run_1/power_grid.png
The bar under the picture is 20 um long. Pins as bars on the die edge. Tap cells in grey.
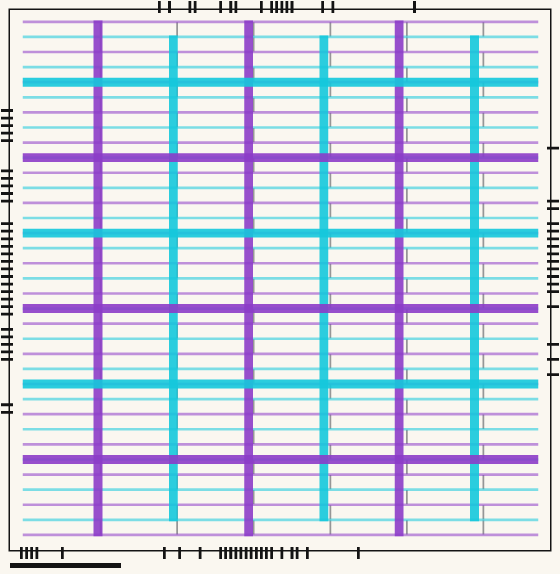
run_1/io_fan.png
The bar under the picture is 20 um long.
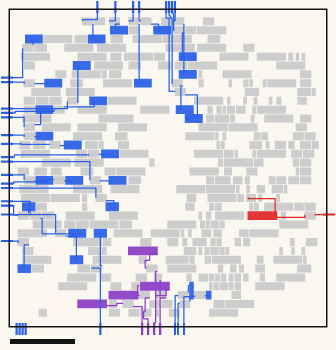
run_1/flops_by_reg.png
The bar under the picture is 20 um long.
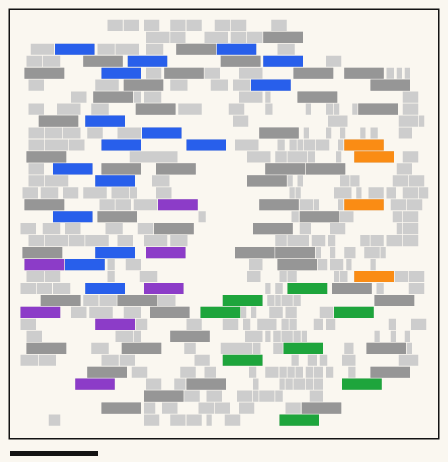
run_1/placement.png
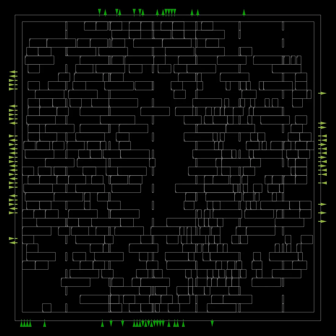
**src/rtl/flo_pkg.sv**
```systemverilog
// rtl/flo_pkg.sv - shared field layout and state encoding for the flo dispatcher
package flo_pkg;

  // Input word field layout
  localparam int DATA_LSB   = 0;
  localparam int DATA_W     = 16;
  localparam int DELAY_LSB  = 16;
  localparam int DELAY_W    = 7;
  localparam int DIRECT_BIT = 23;
  localparam int CH_LSB     = 24;
  localparam int CH_W       = 4;

  // Stage occupancy
  typedef enum logic {
    ST_EMPTY = 1'b0,
    ST_PEND  = 1'b1
  } state_t;

endpackage

```
**src/rtl/flo_holdoff.sv**
```systemverilog
// rtl/flo_holdoff.sv - per-channel saturating write hold-off down-counter
module flo_holdoff #(
  parameter int W = 2
) (
  input  logic         clk,
  input  logic         rst_n,
  input  logic         load,
  input  logic [W-1:0] load_val,
  output logic         zero
);

  logic [W-1:0] cnt;

  // Load wins over decrement; decrement stops at zero
  always_ff @(posedge clk or negedge rst_n) begin
    if (!rst_n) begin
      cnt <= '0;
    end else if (load) begin
      cnt <= load_val;
    end else if (cnt != '0) begin
      cnt <= cnt - 1'b1;
    end
  end

  assign zero = (cnt == '0);

endmodule

```
**src/rtl/flo_dispatch.sv**
```systemverilog
// rtl/flo_dispatch.sv - one-word staged dispatcher from sequencer stream into N_CH flobuffers
module flo_dispatch
  import flo_pkg::*;
#(
  parameter int N_CH      = 4,
  parameter int HOLDOFF   = 1,
  parameter int STALL_MAX = 255
) (
  input  logic                 clk,
  input  logic                 rst_n,
  input  logic [31:0]          in_data_i,
  input  logic                 in_valid_i,
  output logic                 in_ready_o,
  output logic [DATA_W-1:0]    buf_data_o,
  output logic [DELAY_W-1:0]   buf_delay_o,
  output logic [N_CH-1:0]      buf_valid_o,
  output logic [N_CH-1:0]      buf_direct_o,
  input  logic [N_CH-1:0]      buf_full_i,
  input  logic [N_CH-1:0]      buf_err_i,
  input  logic [N_CH-1:0]      buf_empty_i,
  input  logic                 err_clr_i,
  output logic [N_CH-1:0]      err_o,
  output logic                 bad_ch_o,
  output logic                 stall_err_o,
  output logic                 idle_o
);

  // Wide enough to hold HOLDOFF, never zero width
  localparam int HW = $clog2(HOLDOFF + 2);

  state_t               state, state_nx;
  logic [DATA_W-1:0]    stg_data;
  logic [DELAY_W-1:0]   stg_delay;
  logic                 stg_direct;
  logic [CH_W-1:0]      stg_ch;
  logic [7:0]           stall_cnt;

  logic [N_CH-1:0]      ch_sel;
  logic [N_CH-1:0]      hold_zero;
  logic [N_CH-1:0]      hold_load;
  logic                 pending, ch_bad, ch_ready, issue, stall_drop, free_now, load;

  // Reserved word bits carry nothing for the dispatcher
  wire unused_rsvd = ^in_data_i[31:28];

  assign pending = (state == ST_PEND);

  // Decode the staged channel; an out-of-range channel selects nothing
  always_comb begin
    ch_sel = '0;
    for (int k = 0; k < N_CH; k++) begin
      ch_sel[k] = (stg_ch == CH_W'(k));
    end
  end

  assign ch_bad     = pending && (ch_sel == '0);
  assign ch_ready   = |(ch_sel & ~buf_full_i & hold_zero);
  assign issue      = pending && !ch_bad && (stg_direct || ch_ready);
  assign stall_drop = pending && !ch_bad && !issue && (stall_cnt == 8'(STALL_MAX));
  assign free_now   = issue || ch_bad || stall_drop;
  assign load       = in_valid_i && in_ready_o;
  assign hold_load  = (issue && !stg_direct) ? ch_sel : '0;

  // State register
  always_ff @(posedge clk or negedge rst_n) begin
    if (!rst_n) state <= ST_EMPTY;
    else        state <= state_nx;
  end

  // Next state: a load always leaves the stage occupied, otherwise freeing empties it
  always_comb begin
    state_nx = state;
    if (load)          state_nx = ST_PEND;
    else if (free_now) state_nx = ST_EMPTY;
  end

  // FSM outputs: accept when the stage is free or is being vacated this cycle
  always_comb begin
    in_ready_o = 1'b0;
    if (!pending || free_now) in_ready_o = 1'b1;
  end

  // Stage capture of the decoded input fields
  always_ff @(posedge clk or negedge rst_n) begin
    if (!rst_n) begin
      stg_data   <= '0;
      stg_delay  <= '0;
      stg_direct <= 1'b0;
      stg_ch     <= '0;
    end else if (load) begin
      stg_data   <= in_data_i[DATA_LSB +: DATA_W];
      stg_delay  <= in_data_i[DELAY_LSB +: DELAY_W];
      stg_direct <= in_data_i[DIRECT_BIT];
      stg_ch     <= in_data_i[CH_LSB +: CH_W];
    end
  end

  // Stall counter: restarts per word, counts cycles the word sits unissued
  always_ff @(posedge clk or negedge rst_n) begin
    if (!rst_n) begin
      stall_cnt <= '0;
    end else if (load) begin
      stall_cnt <= '0;
    end else if (pending && !free_now) begin
      stall_cnt <= stall_cnt + 8'd1;
    end
  end

  // Registered buffer port: strobes last one cycle, data/delay hold until next issue
  always_ff @(posedge clk or negedge rst_n) begin
    if (!rst_n) begin
      buf_data_o   <= '0;
      buf_delay_o  <= '0;
      buf_valid_o  <= '0;
      buf_direct_o <= '0;
    end else begin
      buf_valid_o  <= hold_load;
      buf_direct_o <= (issue && stg_direct) ? ch_sel : '0;
      if (issue) begin
        buf_data_o  <= stg_data;
        buf_delay_o <= stg_delay;
      end
    end
  end

  // Sticky error flags: a new set in the clear cycle survives
  always_ff @(posedge clk or negedge rst_n) begin
    if (!rst_n) begin
      err_o       <= '0;
      bad_ch_o    <= 1'b0;
      stall_err_o <= 1'b0;
    end else begin
      err_o       <= (err_clr_i ? '0 : err_o) | buf_err_i;
      bad_ch_o    <= (bad_ch_o && !err_clr_i) || ch_bad;
      stall_err_o <= (stall_err_o && !err_clr_i) || stall_drop;
    end
  end

  // Per-channel write hold-off covering the buffer's late full flag
  for (genvar g = 0; g < N_CH; g++) begin : g_hold
    flo_holdoff #(.W(HW)) u_holdoff (
      .clk      (clk),
      .rst_n    (rst_n),
      .load     (hold_load[g]),
      .load_val (HW'(HOLDOFF)),
      .zero     (hold_zero[g])
    );
  end

  assign idle_o = !pending && (&hold_zero) && (&buf_empty_i);

endmodule

```
**config.mk**
```make
export PLATFORM = sky130hd
export DESIGN_NAME = flo_dispatch
export DESIGN_NICKNAME = d
export VERILOG_FILES = /design/src/rtl/flo_pkg.sv /design/src/rtl/flo_holdoff.sv /design/src/rtl/flo_dispatch.sv
export SDC_FILE = /design/constraint.sdc
export NUM_CORES = 1
export LEC_CHECK = 0
export CAP_MARGIN = 0
export CORE_MARGIN = 2
export CORE_UTILIZATION = 40
export CTS_BUF_LIST = sky130_fd_sc_hd__clkbuf_2
export DETAILED_ROUTE_END_ITERATION = 10
export HOLD_SLACK_MARGIN = 0.08
export PLACE_DENSITY = 0.64
export SYNTH_ARGS = -nofsm -noshare
export SYNTH_HDL_FRONTEND = slang
export SYNTH_SLANG_ARGS = --single-unit
```
**constraint.sdc**
```tcl
create_clock -name clk -period 5.9 [get_ports clk]
set_input_delay 1.77 -clock clk [delete_from_list [all_inputs] [get_ports clk]]
set_output_delay 1.77 -clock clk [all_outputs]
set_load 0.03 [all_outputs]
```
==> impl_metrics.toml, run 1 <==
# implementation run metrics
[routing]
wire_per_inst_um = 14.98
drc_errors = 0
viasPerCell = 4.987
drt_iter0_drc = 45
vias = 2289
postRouteAntennaNets = 0

[clock_tree]
cts_num_sinks = 82
cts_buffers = 9
ctsResizeCount = 0
clk_path_buf_depth = 2
root_buffer = "clkbuf_2"
clkLatencyLatePin_ps = 510
path_clk_slew_ps = 210

[worst_setup_path]
critPathKind = "primary input to output port"
slowest_stage = "clkdlybuf4s50_1"
cp_slowest_stage_delay_ps = 680
cp-end-kind = "output port"
worstPathArrival_ps = 3760
critPathBufInv = 3
worst_setup_path_start_kind = "primary input"
cp_top_family = "buffers and inverters"
path_max_fanout = 8
worstPathRequired_ps = 4130

[final_timing]
setup_violations = 0
fmax_mhz = 180.9
worst_pin_slew_ps = 1025
grt_setup_unrepaired = "false"
min_period_ps = 5527
relSlewSlack = 0.3169
finalClockPeriodUsage = 0.9368
tns_ps = 0
hold_violations = 0

[cells_and_area]
final_cell_mix = "82 x dfrtp_1, 81 x clkdlybuf4s50_1, 28 x mux2_2, 20 x mux2_4, 16 x nor2_1"
finish.net_count = 399
fillers = 759
area_growth_pct = 28.80
layout_top_cell = "dfrtp_1"
fin_area_sq_um = 4488
drive_gt1_frac = 0.2023

[synth]
top_area_cell = "dfrtp_1"
top_area_frac = 0.5889
syn_area_per_cell_sq_um = 13.45
syn_area_sq_um = 3485
synth.net_count = 312
ys_seq_share = 0.5889
async_flop_share = 1.000
yosysWarnings = 0
ys.flops = 82
ys_area_sq_um = 3485

[power]
switching_share = 0.3655
ir_drop_uv = 216.7
p_clk_frac = 0.160
seqPwrFrac = 0.436
combPwrFrac = 0.404
p_total_mw = 1.836

[floorplan]
dieWidth_um = 97.34
die_area_sq_um = 9474
die_y_um = 97.34
fp-utilization = 0.4055
rows = 34

[global_routing]
antenna_found_initial = 0
grt_use_total = 0.1538
grt_pass1_wl_mm = 11.72
grt_remaining_overflow = 0
grt_max_degree = 83

[placement]
place_area_sq_um = 4373
port_buffers = 82
hpwl_mm = 4.694
place_congestion = 0.7659

[status]
status = "completed"

[run]
max_cap_violations = 0
About power_grid.png:
Key: purple = VSS; cyan = VDD
87 signal pins sit on the boundary. 6 straps on met5. 35 met1 rails follow the rows. 108 tap cells.

About io_fan.png:
Key: blue = in_data_i [bits 32, direction input, edge 16 left, 8 top, 8 bottom, end cells 28, buffers 28, wire 525 um]; red = bad_ch_o [bits 1, direction output, edge right, end cells 1, buffers 1, wire 27.4 um]; purple = err_o [bits 4, direction output, edge bottom, end cells 4, buffers 4, wire 76.7 um]

About flops_by_reg.png:
Key: orange = buf_direct_o [flops 4, where middle right]; blue = stg_data [flops 16]; purple = stg_delay [flops 7]; green = stall_cnt [flops 8]
Another 47 sequential cells are not coloured.

About placement.png:
final core utilization: 0.5223
Non-Filler Instances: 459
n_taps: 108

-- run 1: worst reg2reg max path: cells and delay by family, from the launching register on --
family / cells / cell delay [ps]
compound gates: 1 / 340
buf+inv: 1 / 140
flops: 1 / 480
mux: 1 / 390
simple gates: 3 / 1060
-- run 1: final timing paths --
path / start / to / cells after the start / slack, ps
min: err_o[0] / err_o[0] / 1 / 510
max reg2reg: stg_ch[1] / stg_data[7] / 6 / 3420
max in group asynchronous: rst_n / stg_delay[6] / 1 / 3860
max: buf_full_i[2] / in_ready_o / 6 / 370
min in group asynchronous: rst_n / stall_cnt[0] / 1 / 1410
min reg2reg: err_o[0] / err_o[0] / 1 / 510
-- run 1: state kept, by name, summed over array words and instances, names as in the netlist, 4 cells and up --
signal,flops
buf_valid_o,4
stg_data,16
stall_cnt,8
stg_delay,7
stg_ch,4
buf_direct_o,4
err_o,4
g_hold.u_holdoff.cnt,8
buf_data_o,16
buf_delay_o,7
-- run 1: logic make-up after synthesis --
logic type	share of synthesized area
flip-flops	0.5889
AND/OR/NAND/NOR	0.09157
multiplexers	0.1795
AND-OR/OR-AND	0.06930
buffers and inverters	0.04021
XOR/XNOR	0.01257
adder cells (fa/ha/maj)	0.01795
-- run 1: stage by stage --
| stage | instances | util | hold WS (ps) |
|---|---|---|---|
| 6_report | 459 | 0.5223 | 510.7 |
| 4_1_cts | 459 | 0.5223 | 515.7 |
| 5_1_grt | 459 | 0.5223 | 532.6 |
| 2_1_floorplan | 259 | - | 473.6 |
| 3_5_place_dp | 443 | 0.5089 | 468.6 |
| 3_3_place_gp | 443 | 0.5089 | 463.7 |
-- run 1: power groups by stage --
| stage | logic (mW) | registers, mW | clock network [mW] |
|---|---|---|---|
| after floorplan | 0.309 | 0.968 | 0 |
| after global placement | 0.734 | 0.805 | 0 |
| after detailed placement | 0.753 | 0.811 | 0 |
| after CTS | 0.756 | 0.802 | 0.305 |
| after global routing | 0.807 | 0.825 | 0.327 |
| final | 0.742 | 0.800 | 0.294 |
-- run 1: area by class of cell --
cell class | instances | area [sq um] | area share
timing repair buffer | 83 | 825.8 | 0.1840
sequential | 82 | 2052 | 0.4572
clock buffer | 9 | 45.04 | 0.01004
tap | 108 | 135.1 | 0.03011
inverter | 16 | 67.56 | 0.01505
clock inverter | 7 | 70.07 | 0.01561
multi-input combinational | 154 | 1292 | 0.2880
-- run 1: metal layers --
layer / vias up / global-route usage / wire length (um)
li1: 1085 / - / -
met1: 1130 / 0.1917 / 3034
met2: 64 / 0.2500 / 3235
met3: 10 / 0.05036 / 509
met4: 0 / 0.05876 / 95
met5: - / 0 / 0
-- run 1: synth_stat cells (3+ instances only) --
cell type and number:
dfrtp_1 82, mux2_2 28, mux2_4 20, nor2_1 16
inv_1 15, nand3_1 12, nand2_1 10, o21ai_0 8
a21oi_1 7, ha_1 5, xor2_1 5, a21o_1 4
and3_1 4, o2bb2ai_1 4, nand2b_1 3, nor3_1 3
--- run 2 (diff from run 1) ---
- ABC_AREA: default -> 1
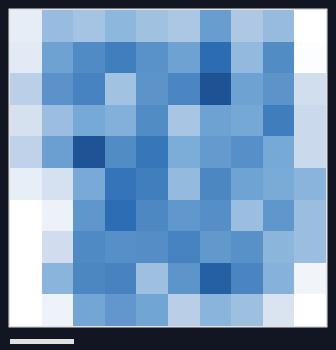
run_2/cell_density.png
The bar under the picture is 20 um long. The die is cut into 10 by 10 equal tiles; white is low, dark blue is high, 0 to 100% covered.
The fullest tile reaches 86%. 5.0% of the tiles are over 75% full. The mean over all tiles is 45%. The emptiest ninth of the die: lower left. 7.0% of the tiles are nearly empty.
final core utilization: 0.5214
area of the core: 8721 sq um
fp_density: 0.4113

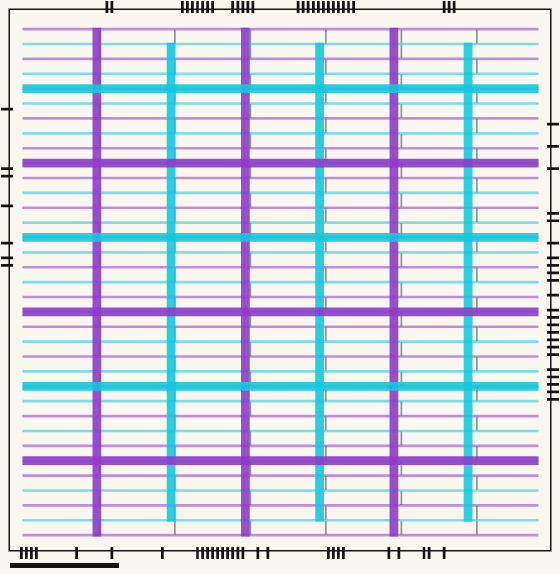
run_2/power_grid.png
The bar under the picture is 20 um long. Pins as bars on the die edge. Tap cells in grey.
Key: purple = VSS; cyan = VDD
108 tap cells. 35 met1 rails follow the rows. 6 straps on met5. The core has 34 rows.

==> run 2 against run 1 <==
Effect of this change:
- sequential cell count stayed put
- combinational power shrank 8.8%
- die area rose by 2.8%
- utilization down 0.090 points
- sequential share of layout area is 0.59 points lower
- final cell count increased by 31%
- non-clock buffer count rose by 1
- highest routed layer unchanged
==> impl_metrics.toml, run 2 <==
# implementation run metrics
[status]
status = "completed"

[global_routing]
grt_pass1_wl_mm = 12.99
grt_use_total = 0.1663
antenna_found_initial = 0

[cells_and_area]
final_cell_mix = "164 x nand2_1, 82 x dfrtp_1, 81 x clkdlybuf4s50_1, 51 x nand3_1, 42 x inv_1"
finish.net_count = 543
drive_gt1_frac = 0.06073
top_regs = "buf_data_o (16), stg_data (16)"
fillers = 830

[clock_tree]
clkLatencyLatePin_ps = 510
root_buffer = "clkbuf_2"
cts_num_sinks = 82
clk_path_buf_depth = 2
cts_buffers = 9
ctsResizeCount = 0
path_clk_slew_ps = 210

[power]
switching_share = 0.3860
p_clk_frac = 0.163
ir_drop_uv = 125.8
seqPwrFrac = 0.448

[worst_setup_path]
critPathBufInv = 2
cp_top_family = "buffers and inverters"
worstPathRequired_ps = 4130
worstPathArrival_ps = 3300
r2r_setup_slack_ps = 3520
worst_setup_path_start_kind = "primary input"
path_max_fanout = 3

[synth]
syn_area_sq_um = 3587
top_cell = "nand2_1"
common_cells = "164 x nand2_1, 82 x dfrtp_1, 51 x nand3_1"
top_area_frac = 0.5720
ys.flops = 82
async_flop_share = 1.000
synth.net_count = 463
yosysWarnings = 0

[routing]
drt_iter0_drc = 156
postRouteAntennaNets = 0
wire_per_inst_um = 12.67
drc_errors = 0

[floorplan]
dieWidth_um = 98.70
die_y_um = 98.70
rows = 34
die_area_sq_um = 9742

[placement]
port_buffers = 82
dp.cells = 587
place_congestion = 0.8101
hpwl_mm = 5.085

[run]
max_cap_violations = 0

[final_timing]
fmax_mhz = 197.3
finalClockPeriodUsage = 0.8589
grt_setup_unrepaired = "false"
tns_ps = 0
hold_violations = 0
setup_violations = 0
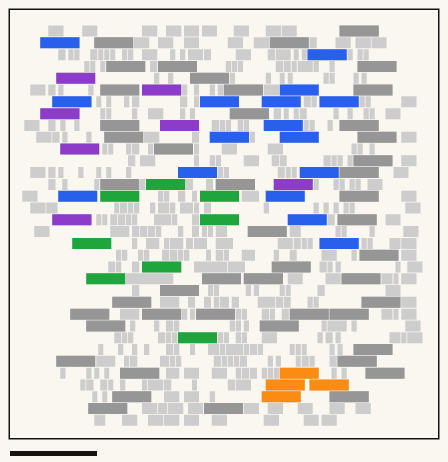
run_2/flops_by_reg.png
The bar under the picture is 20 um long.
Key: purple = stg_delay [flops 7, where upper left]; blue = stg_data [flops 16]; orange = buf_direct_o [flops 4]; green = stall_cnt [flops 8]

[run 2: stage by stage]
step	total power [mW]	worst slack (ps)	util	cell area (sq um)	hold WS [ps]
after floorplan	1.216	1620	-	3587	442.2
after global placement	1.458	830.1	0.5092	4441	454.4
after detailed placement	1.481	827.9	0.5092	4441	458.0
after CTS	1.766	823.0	0.5214	4547	502.3
after global routing	1.872	753.0	0.5214	4547	523.4
final	1.740	832.5	0.5214	4547	499.1
[run 2: cell type report]
type,instances,area (sq um),area share
clock buffers,10,50.05,0.01101
clock inverters,5,56.30,0.01238
inverters,45,170.2,0.03742
multi-input cells,268,1250,0.2749
flip-flops and latches,82,2052,0.4513
well taps,108,135.1,0.02972
repair buffers,84,833.3,0.1833
[run 2: logic make-up (layout without fill, tap and decap cells)]
kind of cell    count (synthesis)  count (layout)  synth area share
simple gates                  245             245            0.2926
fa+ha+maj                       5               5           0.01744
compound gates                 14              14           0.02860
xor+xnor                        4               4          0.009768
flops                          82              82            0.5720
buf+inv                        60             144           0.07952
[run 2: power groups by stage]
stage | clock (mW) | sequential (mW) | combinational, mW
global placement | 0 | 0.788 | 0.670
CTS | 0.295 | 0.782 | 0.689
global route | 0.316 | 0.803 | 0.753
detailed placement | 0 | 0.794 | 0.687
floorplan | 0 | 0.933 | 0.283
finish | 0.283 | 0.780 | 0.677
[run 2: worst min-delay path, cell delays in order, from the launching register on]
cell	delay, ps
dfrtp_1	390
nand2_1	50
nand2_1	40
[run 2: path summary, 6_finish.rpt]
kind	from	end	cells past startpoint
setup / recovery	buf_full_i[0]	in_ready_o	7
hold / removal	buf_delay_o[4]	buf_delay_o[4]	2
setup reg to reg	g_hold[0].u_holdoff.cnt[0]	buf_data_o[15]	11
hold reg to reg	buf_delay_o[4]	buf_delay_o[4]	2
max in group asynchronous	rst_n	buf_data_o[10]	1
min in group asynchronous	rst_n	buf_valid_o[2]	1
[run 2: layer usage]
metal,up-vias,track usage,part of all wire
met5,-,0,0
li1,1425,-,-
met3,4,0.02837,0.039
met2,54,0.2737,0.49
met1,1328,0.2198,0.46
met4,0,0.06744,0.0093
Power and IR drop assume default switching activity.
